Fig. 1: cells by drive strength
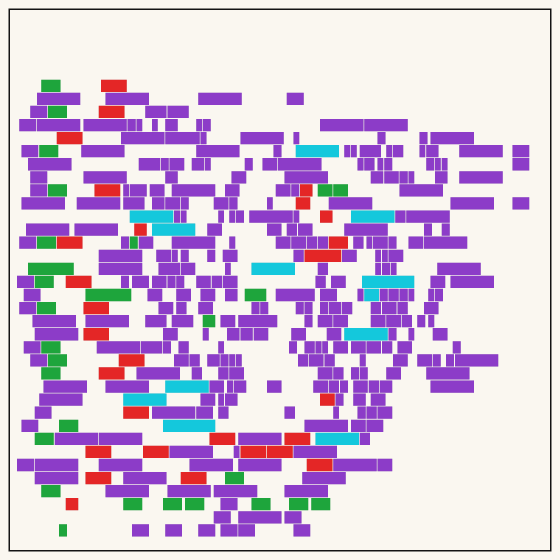
Fig. 2: wires at chosen ports, followed through buffers
Bar = 20 um.
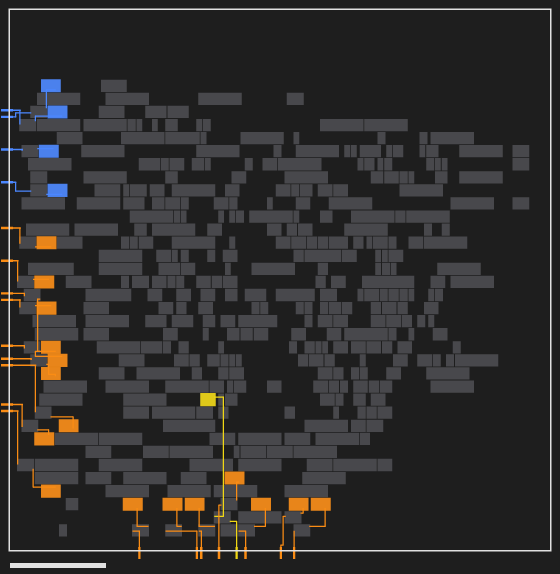
Fig. 3: cell placement
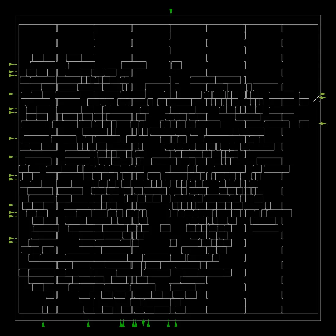
### src/rtl/baud_tick_gen_frac.sv
// baud_tick_gen_frac: fractional clock divider producing oversample, bit and mid-bit ticks
//   clk, reset_n        : clock, asynchronous active-low reset
//   en                  : run enable; low freezes counters and silences ticks
//   div_int, div_frac   : divisor (integer clocks + fraction in 2^-FRAC_W units)
//   load                : captures div_int/div_frac into the pending divisor
//   sync_clr            : restarts the phase and applies any pending divisor
//   tick_os/bit/mid     : one-cycle registered ticks
//   cfg_err             : active integer divisor is zero
module baud_tick_gen_frac #(
    parameter int CNT_W      = 16,
    parameter int FRAC_W     = 4,
    parameter int OVERSAMPLE = 16
) (
    input  logic              clk,
    input  logic              reset_n,
    input  logic              en,
    input  logic [CNT_W-1:0]  div_int,
    input  logic [FRAC_W-1:0] div_frac,
    input  logic              load,
    input  logic              sync_clr,
    output logic              tick_os,
    output logic              tick_bit,
    output logic              tick_mid,
    output logic              cfg_err
);
    localparam int OS_W = $clog2(OVERSAMPLE);
    localparam logic [OS_W-1:0] OS_LAST = OS_W'(OVERSAMPLE - 1);
    localparam logic [OS_W-1:0] OS_MID  = OS_W'(OVERSAMPLE / 2 - 1);

    logic [CNT_W-1:0]  cnt_q, cnt_d;
    logic [FRAC_W-1:0] acc_q, acc_d;
    logic [OS_W-1:0]   os_cnt_q, os_cnt_d;
    logic [CNT_W-1:0]  act_int_q, act_int_d, pnd_int_q, pnd_int_d;
    logic [FRAC_W-1:0] act_frac_q, act_frac_d, pnd_frac_q, pnd_frac_d;
    logic              pnd_vld_q, pnd_vld_d;
    logic              tick_os_q, tick_os_d, tick_bit_q, tick_bit_d, tick_mid_q, tick_mid_d;

    logic [FRAC_W:0]   sum;
    logic [CNT_W:0]    cnt_inc, per_len;
    logic              run, fire, apply;

    assign cfg_err  = act_int_q == '0;
    assign tick_os  = tick_os_q;
    assign tick_bit = tick_bit_q;
    assign tick_mid = tick_mid_q;

    always_comb begin
        // Carry of the phase accumulator stretches this period by one clock.
        sum        = {1'b0, acc_q} + {1'b0, act_frac_q};
        cnt_inc    = {1'b0, cnt_q} + 1'b1;
        per_len    = {1'b0, act_int_q} + {{CNT_W{1'b0}}, sum[FRAC_W]};
        run        = en && !cfg_err;
        fire       = !sync_clr && run && cnt_inc == per_len;
        // A load coinciding with a period end only becomes pending; the end uses the older pending value.
        apply      = (sync_clr || fire) && pnd_vld_q;
        cnt_d      = (sync_clr || fire) ? '0 : run ? cnt_inc[CNT_W-1:0] : cnt_q;
        acc_d      = sync_clr ? '0 : fire ? sum[FRAC_W-1:0] : acc_q;
        os_cnt_d   = sync_clr ? '0 : !fire ? os_cnt_q : os_cnt_q == OS_LAST ? '0 : os_cnt_q + 1'b1;
        tick_os_d  = fire;
        tick_bit_d = fire && os_cnt_q == OS_LAST;
        tick_mid_d = fire && os_cnt_q == OS_MID;
        act_int_d  = apply ? pnd_int_q : act_int_q;
        act_frac_d = apply ? pnd_frac_q : act_frac_q;
        pnd_int_d  = load ? div_int : pnd_int_q;
        pnd_frac_d = load ? div_frac : pnd_frac_q;
        pnd_vld_d  = load || (pnd_vld_q && !apply);
    end

    always_ff @(posedge clk or negedge reset_n) begin
        if (!reset_n) begin
            cnt_q      <= '0;
            acc_q      <= '0;
            os_cnt_q   <= '0;
            act_int_q  <= CNT_W'(1);
            act_frac_q <= '0;
            pnd_int_q  <= CNT_W'(1);
            pnd_frac_q <= '0;
            pnd_vld_q  <= 1'b0;
            tick_os_q  <= 1'b0;
            tick_bit_q <= 1'b0;
            tick_mid_q <= 1'b0;
        end else begin
            cnt_q      <= cnt_d;
            acc_q      <= acc_d;
            os_cnt_q   <= os_cnt_d;
            act_int_q  <= act_int_d;
            act_frac_q <= act_frac_d;
            pnd_int_q  <= pnd_int_d;
            pnd_frac_q <= pnd_frac_d;
            pnd_vld_q  <= pnd_vld_d;
            tick_os_q  <= tick_os_d;
            tick_bit_q <= tick_bit_d;
            tick_mid_q <= tick_mid_d;
        end
    end
endmodule
### config.mk
export PLATFORM = sky130hd
export DESIGN_NAME = baud_tick_gen_frac
export DESIGN_NICKNAME = d
export VERILOG_FILES = /design/src/rtl/baud_tick_gen_frac.sv
export SDC_FILE = /design/constraint.sdc
export NUM_CORES = 1
export LEC_CHECK = 0
export CAP_MARGIN = 10
export CORE_MARGIN = 1
export CORE_UTILIZATION = 32
export DETAILED_ROUTE_END_ITERATION = 6
export PLACE_DENSITY = 0.54
export SLEW_MARGIN = 5
export SYNTH_ARGS = -nofsm -noshare
export SYNTH_HDL_FRONTEND = slang
export SYNTH_SLANG_ARGS = --single-unit
### constraint.sdc
create_clock -name clk -period 5.7 [get_ports clk]
set_clock_uncertainty 0.05 [all_clocks]
set_input_delay 0.57 -clock clk [delete_from_list [all_inputs] [get_ports clk]]
set_output_delay 0.57 -clock clk [all_outputs]
set_load 0.01 [all_outputs]
==> run_results.csv <==
group,metric,value,unit
final_layout,diodes,0,
cts,postCtsHoldBufs,0,
timing,setup_viol,0,
cts,cts_buffers,9,
yosys,syn-cell-area,0.003895,sq mm
yosys,edf_count,0,
cts,clock_latency,0.33,ns
yosys,ff_type,"dfrtp_1",
timing,hold_viol,0,
pwr,pg_comb,204,uW
global_routing,overflow,0,
cts,cts_tree,"built",
pwr,ir_worst_vdd,0.0001603,V
cts,cts_buffer_depth,2,
global_routing,antenna_found_initial,0,
cts,cts_setup_buffers,0,
yosys,yosys_cells,353,
final_layout,fin_nets,412,
floorplan,fp_util,33.40,%
final_layout,comb_cells,263,
timing,fmax,223.3,MHz
run_status,failed_checks,"design-rule violations",
final_layout,logic_area,0.002092,sq mm
final_layout,n_clock_buffer,9,
pwr,clk-power,607,uW
drt,remaining_drc_errors,1,
yosys,ys_warn_count,0,
run_status,run_status,"complete, but fails checks",
yosys,async_flop_share,100.0,%
yosys,yosys.area.top_type,"dfrtp_1",
drt,vias,2720,
final_layout,comb_area_share,45.36,%
-- Fig. 1 (at the start) --
[_6 and larger] cyan | cells: 12 | share: 3.1% | most used: clkbuf_16
[_3 and _4 cells] red | cells: 28 | share: 7.3% | most used: mux2_4
[_2 cells] green | cells: 28 | share: 7.3% | most used: mux2_2
[_0 and _1 cells] purple | cells: 314 | share: 82% | most used: dfrtp_1

-- Fig. 2 (at the start) --
[cfg_err] yellow | bits: 1 | direction: output | edge: south | end cells: 1 | buffers: 1 | wire: 35.5 um
[div_frac] blue | bits: 4 | direction: input | edge: west | end cells: 4 | buffers: 4 | wire: 35.8 um
[div_int] orange | bits: 16 | direction: input | edge: 9 west, 7 south | end cells: 16 | buffers: 16 | wire: 193 um

-- Fig. 3 (at the start) --
Finished Core Util: 39.55%
flop share of the area: 36.95%

## cells in the final DEF, fill, tap and decap left out, types with 12 or more instances in the layout
| cell | n |
|---|---|
| nand2_1 | 23 |
| nor3_1 | 20 |
| nor2_1 | 19 |
| dfrtp_1 | 66 |
| nand4_1 | 13 |
| xor2_1 | 12 |
| xnor2_1 | 40 |
| clkdlybuf4s50_1 | 27 |
| nand3_1 | 16 |
| mux2_4 | 20 |
| mux2_2 | 20 |
## worst max-delay path, cell delays in order (launching register included)
cell      delay [ns]
dfrtp_1         0.38
ha_1            0.23
fa_1            0.40
a21o_1          0.17
a21o_1          0.20
ha_1            0.20
ha_1            0.20
and3_2          0.25
xnor3_1         0.35
or4_1           0.42
nor4_2          0.35
nand4_1         0.21
or4_4           0.50
o311ai_0        0.31
o21ai_0         0.13
## final timing paths
path	from	endpoint
hold reg to reg	pnd_int_q[2]	act_int_q[2]
min in group clk	pnd_int_q[2]	act_int_q[2]
setup reg to reg	acc_q[0]	os_cnt_q[3]
setup / recovery	acc_q[0]	os_cnt_q[3]
max in group asynchronous	reset_n	cnt_q[13]
hold / removal	reset_n	pnd_int_q[7]
## metal layers
layer | up-vias | share of wire (%) | global-route usage, %
li1 | 1321 | - | -
met1 | 1336 | 49 | 19.43
met2 | 52 | 46 | 21.70
met3 | 11 | 2.9 | 2.646
met4 | 0 | 1.7 | 6.311
met5 | - | 0 | 0
## flip-flops by register name, summed over array words and instances, names as in the netlist
| name | cells |
|---|---|
| acc_q | 4 |
| tick_bit | 1 |
| act_int_q | 16 |
| tick_mid | 1 |
| cnt_q | 16 |
| os_cnt_q | 4 |
| act_frac_q | 4 |
| tick_os | 1 |
| pnd_vld_q | 1 |
| pnd_frac_q | 4 |
| pnd_int_q | 16 |
No activity file was given, so power comes from the tool's default toggle rates.
